==> images/power_grid.png <==
The bar under the picture is 20 um long. Pins as bars on the die edge. Tap cells in grey.
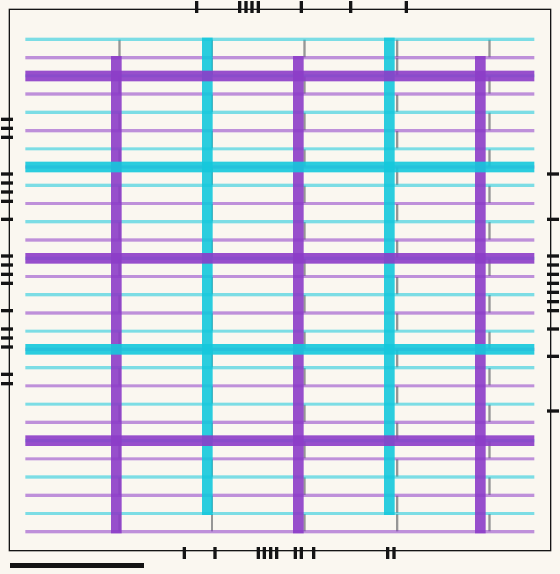
==> images/cell_density.png <==
The bar under the picture is 20 um long. 8 x 8 tiles, from white (low) to dark blue (high), 0 to 100% covered.
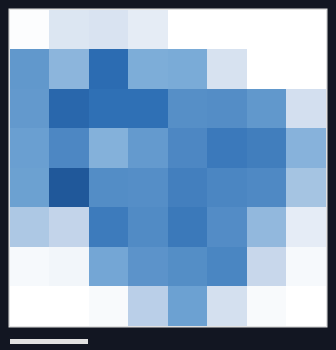
==> images/placement.png <==
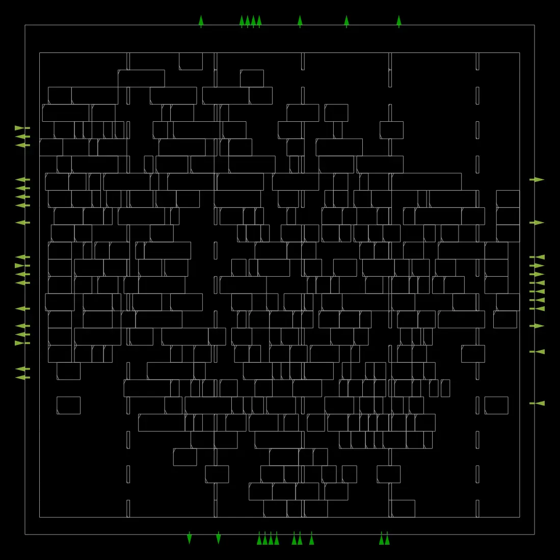
$ cat src/rtl/softplus_pkg.sv
// Shared constants for the SoftPlus block sequencer: Q8.8 width, offset table,
// saturation limit and the sequencer state encoding.
package softplus_pkg;

    localparam int          Q_W       = 16;
    localparam logic [15:0] Q_MAX_POS = 16'h7FFF;

    // Offsets for non-negative operands, selected by the integer byte 0..4, then "else".
    localparam logic [15:0] OFS_P0    = 16'h004D;
    localparam logic [15:0] OFS_P1    = 16'h0037;
    localparam logic [15:0] OFS_P2    = 16'h0020;
    localparam logic [15:0] OFS_P3    = 16'h0014;
    localparam logic [15:0] OFS_P4    = 16'h000B;
    localparam logic [15:0] OFS_P_HI  = 16'h0009;

    // Offsets for negative operands, integer byte FF..FB, then "else".
    localparam logic [15:0] OFS_N1    = 16'h004C;
    localparam logic [15:0] OFS_N2    = 16'h0037;
    localparam logic [15:0] OFS_N3    = 16'h001F;
    localparam logic [15:0] OFS_N4    = 16'h000F;
    localparam logic [15:0] OFS_N5    = 16'h0007;
    localparam logic [15:0] OFS_N_LO  = 16'h0002;

    typedef enum logic [1:0] {
        ST_IDLE  = 2'd0,
        ST_READ  = 2'd1,
        ST_DRAIN = 2'd2,
        ST_DONE  = 2'd3
    } state_e;

endpackage

$ cat src/rtl/softplus_offset_lut.sv
// Combinational SoftPlus offset lookup keyed by the Q8.8 integer byte x[15:8];
// bit 7 of that byte is the operand sign.
module softplus_offset_lut
    import softplus_pkg::*;
(
    input  logic [7:0]     i_x_hi,
    output logic [Q_W-1:0] o_offset
);

    always_comb begin
        o_offset = OFS_P_HI;
        if (!i_x_hi[7]) begin
            case (i_x_hi)
                8'h00:   o_offset = OFS_P0;
                8'h01:   o_offset = OFS_P1;
                8'h02:   o_offset = OFS_P2;
                8'h03:   o_offset = OFS_P3;
                8'h04:   o_offset = OFS_P4;
                default: o_offset = OFS_P_HI;
            endcase
        end else begin
            case (i_x_hi)
                8'hFF:   o_offset = OFS_N1;
                8'hFE:   o_offset = OFS_N2;
                8'hFD:   o_offset = OFS_N3;
                8'hFC:   o_offset = OFS_N4;
                8'hFB:   o_offset = OFS_N5;
                default: o_offset = OFS_N_LO;
            endcase
        end
    end

endmodule

$ cat src/rtl/softplus_seq_ctrl.sv
// Streams N_ELEM Q8.8 operands from a buffer through piecewise SoftPlus and writes results back.
// Optional feature macro SOFTPLUS_SAT_EN: clamp to 0x7FFF and expose a sticky sat_flag port.
module softplus_seq_ctrl
    import softplus_pkg::*;
#(
    parameter int N_ELEM = 9,
    parameter int ADDR_W = 4,
    parameter int DATA_W = 16
) (
    input  logic              clk,
    input  logic              rst,
    input  logic              start,
    output logic              busy,
    output logic              done,
    output logic              rd_en,
    output logic [ADDR_W-1:0] rd_addr,
    input  logic [DATA_W-1:0] rd_data,
    output logic              wr_en,
    output logic [ADDR_W-1:0] wr_addr,
    output logic [DATA_W-1:0] wr_data,
`ifdef SOFTPLUS_SAT_EN
    output logic              sat_flag,
`endif
    output logic [1:0]        o_dbg_state
);

    localparam logic [ADDR_W-1:0] LAST = ADDR_W'(N_ELEM - 1);

    state_e              r_state;
    state_e              w_next;
    logic [ADDR_W-1:0]   r_addr;
    logic                r_v1;
    logic [ADDR_W-1:0]   r_a1;
    logic                r_wr_en;
    logic [ADDR_W-1:0]   r_wr_addr;
    logic [DATA_W-1:0]   r_wr_data;
    logic                w_start_ok;
    logic [DATA_W-1:0]   w_base;
    logic [Q_W-1:0]      w_offset;
    logic [DATA_W-1:0]   w_result;

    // Handshake: start is a single-cycle request, accepted only in IDLE or DONE;
    // rd_data is valid exactly one cycle after rd_en, with no back-pressure on either port.
    assign w_start_ok = start && (r_state == ST_IDLE || r_state == ST_DONE);

    always_ff @(posedge clk) begin
        if (rst) r_state <= ST_IDLE;
        else     r_state <= w_next;
    end

    always_comb begin
        w_next = r_state;
        case (r_state)
            ST_IDLE:  if (start) w_next = ST_READ;
            ST_READ:  if (r_addr == LAST) w_next = ST_DRAIN;
            ST_DRAIN: if (r_wr_en && r_wr_addr == LAST) w_next = ST_DONE;
            ST_DONE:  w_next = start ? ST_READ : ST_IDLE;
            default:  w_next = ST_IDLE;
        endcase
    end

    assign rd_en       = (r_state == ST_READ);
    assign busy        = (r_state == ST_READ) || (r_state == ST_DRAIN);
    assign done        = (r_state == ST_DONE);
    assign rd_addr     = r_addr;
    assign o_dbg_state = r_state;

    always_ff @(posedge clk) begin
        if (rst) begin
            r_addr <= '0;
        end else if (w_start_ok) begin
            r_addr <= '0;
        end else if (r_state == ST_READ && r_addr != LAST) begin
            r_addr <= r_addr + 1'b1;
        end
    end

    softplus_offset_lut u_lut (
        .i_x_hi   (rd_data[15:8]),
        .o_offset (w_offset)
    );

    assign w_base = rd_data[15] ? '0 : rd_data;

`ifdef SOFTPLUS_SAT_EN
    logic [16:0] w_sum;
    logic        w_clamp;
    logic        r_sat;

    assign w_sum    = {1'b0, w_base} + {1'b0, w_offset};
    assign w_clamp  = (w_sum > {1'b0, Q_MAX_POS});
    assign w_result = w_clamp ? Q_MAX_POS : w_sum[15:0];
    assign sat_flag = r_sat;

    always_ff @(posedge clk) begin
        if (rst)             r_sat <= 1'b0;
        else if (w_start_ok) r_sat <= 1'b0;
        else if (r_v1 && w_clamp) r_sat <= 1'b1;
    end
`else
    // Wrap mode keeps only the low 16 bits of the sum, so the carry is never formed.
    logic [15:0] w_sum;

    assign w_sum    = w_base + w_offset;
    assign w_result = w_sum;
`endif

    // Two-stage pipeline: read strobe -> data arrives -> result registered onto wr_*.
    always_ff @(posedge clk) begin
        if (rst) begin
            r_v1      <= 1'b0;
            r_a1      <= '0;
            r_wr_en   <= 1'b0;
            r_wr_addr <= '0;
            r_wr_data <= '0;
        end else begin
            r_v1    <= rd_en;
            r_a1    <= r_addr;
            r_wr_en <= r_v1;
            if (r_v1) begin
                r_wr_addr <= r_a1;
                r_wr_data <= w_result;
            end
        end
    end

    assign wr_en   = r_wr_en;
    assign wr_addr = r_wr_addr;
    assign wr_data = r_wr_data;

endmodule

$ cat config.mk
export PLATFORM = sky130hd
export DESIGN_NAME = softplus_seq_ctrl
export DESIGN_NICKNAME = d
export VERILOG_FILES = /design/src/rtl/softplus_pkg.sv /design/src/rtl/softplus_offset_lut.sv /design/src/rtl/softplus_seq_ctrl.sv
export SDC_FILE = /design/constraint.sdc
export NUM_CORES = 1
export LEC_CHECK = 0
export CAP_MARGIN = 5
export CORE_MARGIN = 2
export CORE_UTILIZATION = 35
export DETAILED_ROUTE_END_ITERATION = 6
export PLACE_DENSITY = 0.72
export SLEW_MARGIN = 20
export SYNTH_ARGS = -nofsm -noshare
export SYNTH_HDL_FRONTEND = slang
export SYNTH_SLANG_ARGS = --single-unit
$ cat constraint.sdc
create_clock -name clk -period 10.3 [get_ports clk]
set_clock_uncertainty 0.05 [all_clocks]
set_input_delay 2.06 -clock clk [delete_from_list [all_inputs] [get_ports clk]]
set_output_delay 2.06 -clock clk [all_outputs]
set_load 0.03 [all_outputs]
==> results.cfg <==
; synthesis and place-and-route metrics
[critical_path]
start_kind = input pin
cp.required_ns = 10.41
reg2reg_depth = 4
crit_arrival_ns = 6.08
cp-startpoint = rd_data[15]
slowest_stage = clkdlybuf4s50_1
cp_top_family = simple AND/OR/NAND/NOR gates
rr_startpoint = r_v1
crit_end = wr_data[6]
ff2ff_setup_slack_ns = 8.05
crit_chain = clkdlybuf4s50_1 > or4_1 > nor3_2 > a31o_2 > a22oi_1 > ha_1 > fa_1 > a21oi_1 > o21ai_0 > and3_1 > or4_1

[drt]
wl_um = 5050
first_pass_iters = 5
top_layer = met4
wl_per_cell_um = 13.9
vias = 1970
wl_met1_um = 2350
wl_met2_um = 2300

[global_route]
grt_max_degree = 31
grt_pass1_wl_um = 8380
use_met2 = 0.256
antenna_found_initial = 0
grt_overflow_total = 0
grt_use_met3 = 0.0528

[final_layout]
seq_area_um2 = 641
buffers_excl_clock = 49
logic_area_um2 = 1310
comb_share = 0.489
comb_cells = 191
seq_area_frac = 0.239
fin_nets = 323
clk_share = 0.0416
stdcell_area_um2 = 2680
n_antenna_cell = 0
dominant_cells = multi-input combinational cells
inverters = 10
area_growth_pct = 30.6

[power_and_ir_drop]
powerDensity_nw_per_um2 = 170
p_leak_nw = 0.956
sw_frac_of_total = 0.369
p_comb_frac = 0.391
total_power_w = 0.000456
seq_power_share = 0.348
p_sw_w = 0.000168

[synthesis]
synth_top_area_share = 0.312
xor_share = 0.0256
edf_count = 0
yosysWarningCount = 0
synth.most_common_cell = dfxtp_1
synthTopCellsByCount = dfxtp_1, nor2_1, nand2_1
fp_nets = 280
ys_sh_simple = 0.266
ys_area_um2 = 2050
synth_area_um2 = 2050
synth_flops = 32
syn_avg_cell_area_um2 = 8.34
postSynth.asyncResetShare = 0
yosys.cell_types.count = 61
aoi_share = 0.218

[die]
die_h_um = 80.5
io_pins = 49
die_w_um = 80.5

[sta]
slew_viol_final = 0
tightest_slew_ns = 0.900
worst_slack_ns = 4.33
slew_headroom = 0.398
min_period_ns = 5.97
rsz0062_at_grt = no
hold_violations = 0
whs_ns = 0.419
finalSetupViolations = 0

[clock_tree]
insertion_delay_ns = 0.29
cts_root_buffer = clkbuf_8
cts_num_sinks = 32
post_cts_resized = 0
cts_setup_buffers = 0
clk_path_buf_depth = 2
postCtsHoldBufs = 0
cts_tree = built
path_clk_slew_ns = 0.07
htree_num_levels = 2

[worst_hold_path]
hp-start = wr_data[7]
hp-class = reg -> reg
hold-path-cell-count = 2

[placed_design]
dp.cells = 354
preCtsSetupSlack_ns = 4.07
place_hpwl_um = 3690
gp_congestion = 0.858
port_buffers = 48

[status]
outcome = complete, no violations
## Picture notes: power_grid.png
cyan -> VDD
purple -> VSS
signal pins = 49
tap cells = 72

## Picture notes: cell_density.png
fullest tile = 84%
emptiest ninth of the die = north-east
nearly empty tiles = 16%
tiles over 75% full = 4.7%
mean over tiles = 40%
post-route core utilization: 0.481
Core Util at FP: 0.368
core area: 5570 um2

## Picture notes: placement.png
fill count: 561
Rows: 27
Flop Count: 32

[power by group through the flow]
| stage | Clock (W) | Combinational [W] | Sequential, W |
|---|---|---|---|
| 2_1_floorplan | 0 | 0.0000943 | 0.000182 |
| 3_3_place_gp | 0 | 0.000177 | 0.000161 |
| 3_5_place_dp | 0 | 0.000177 | 0.000161 |
| 4_1_cts | 0.000122 | 0.000179 | 0.000159 |
| 5_1_grt | 0.000128 | 0.000195 | 0.000162 |
| 6_report | 0.000119 | 0.000178 | 0.000159 |
[logic make-up (layout without fill, tap and decap cells)]
family                   count (synthesis)  in the layout
flip-flops                              32             32
buffers and inverters                   23             67
multiplexers                             7              7
AND-OR/OR-AND                           62             62
adder cells (fa/ha/maj)                 15             15
AND/OR/NAND/NOR                        101            101
XOR/XNOR                                 6              6
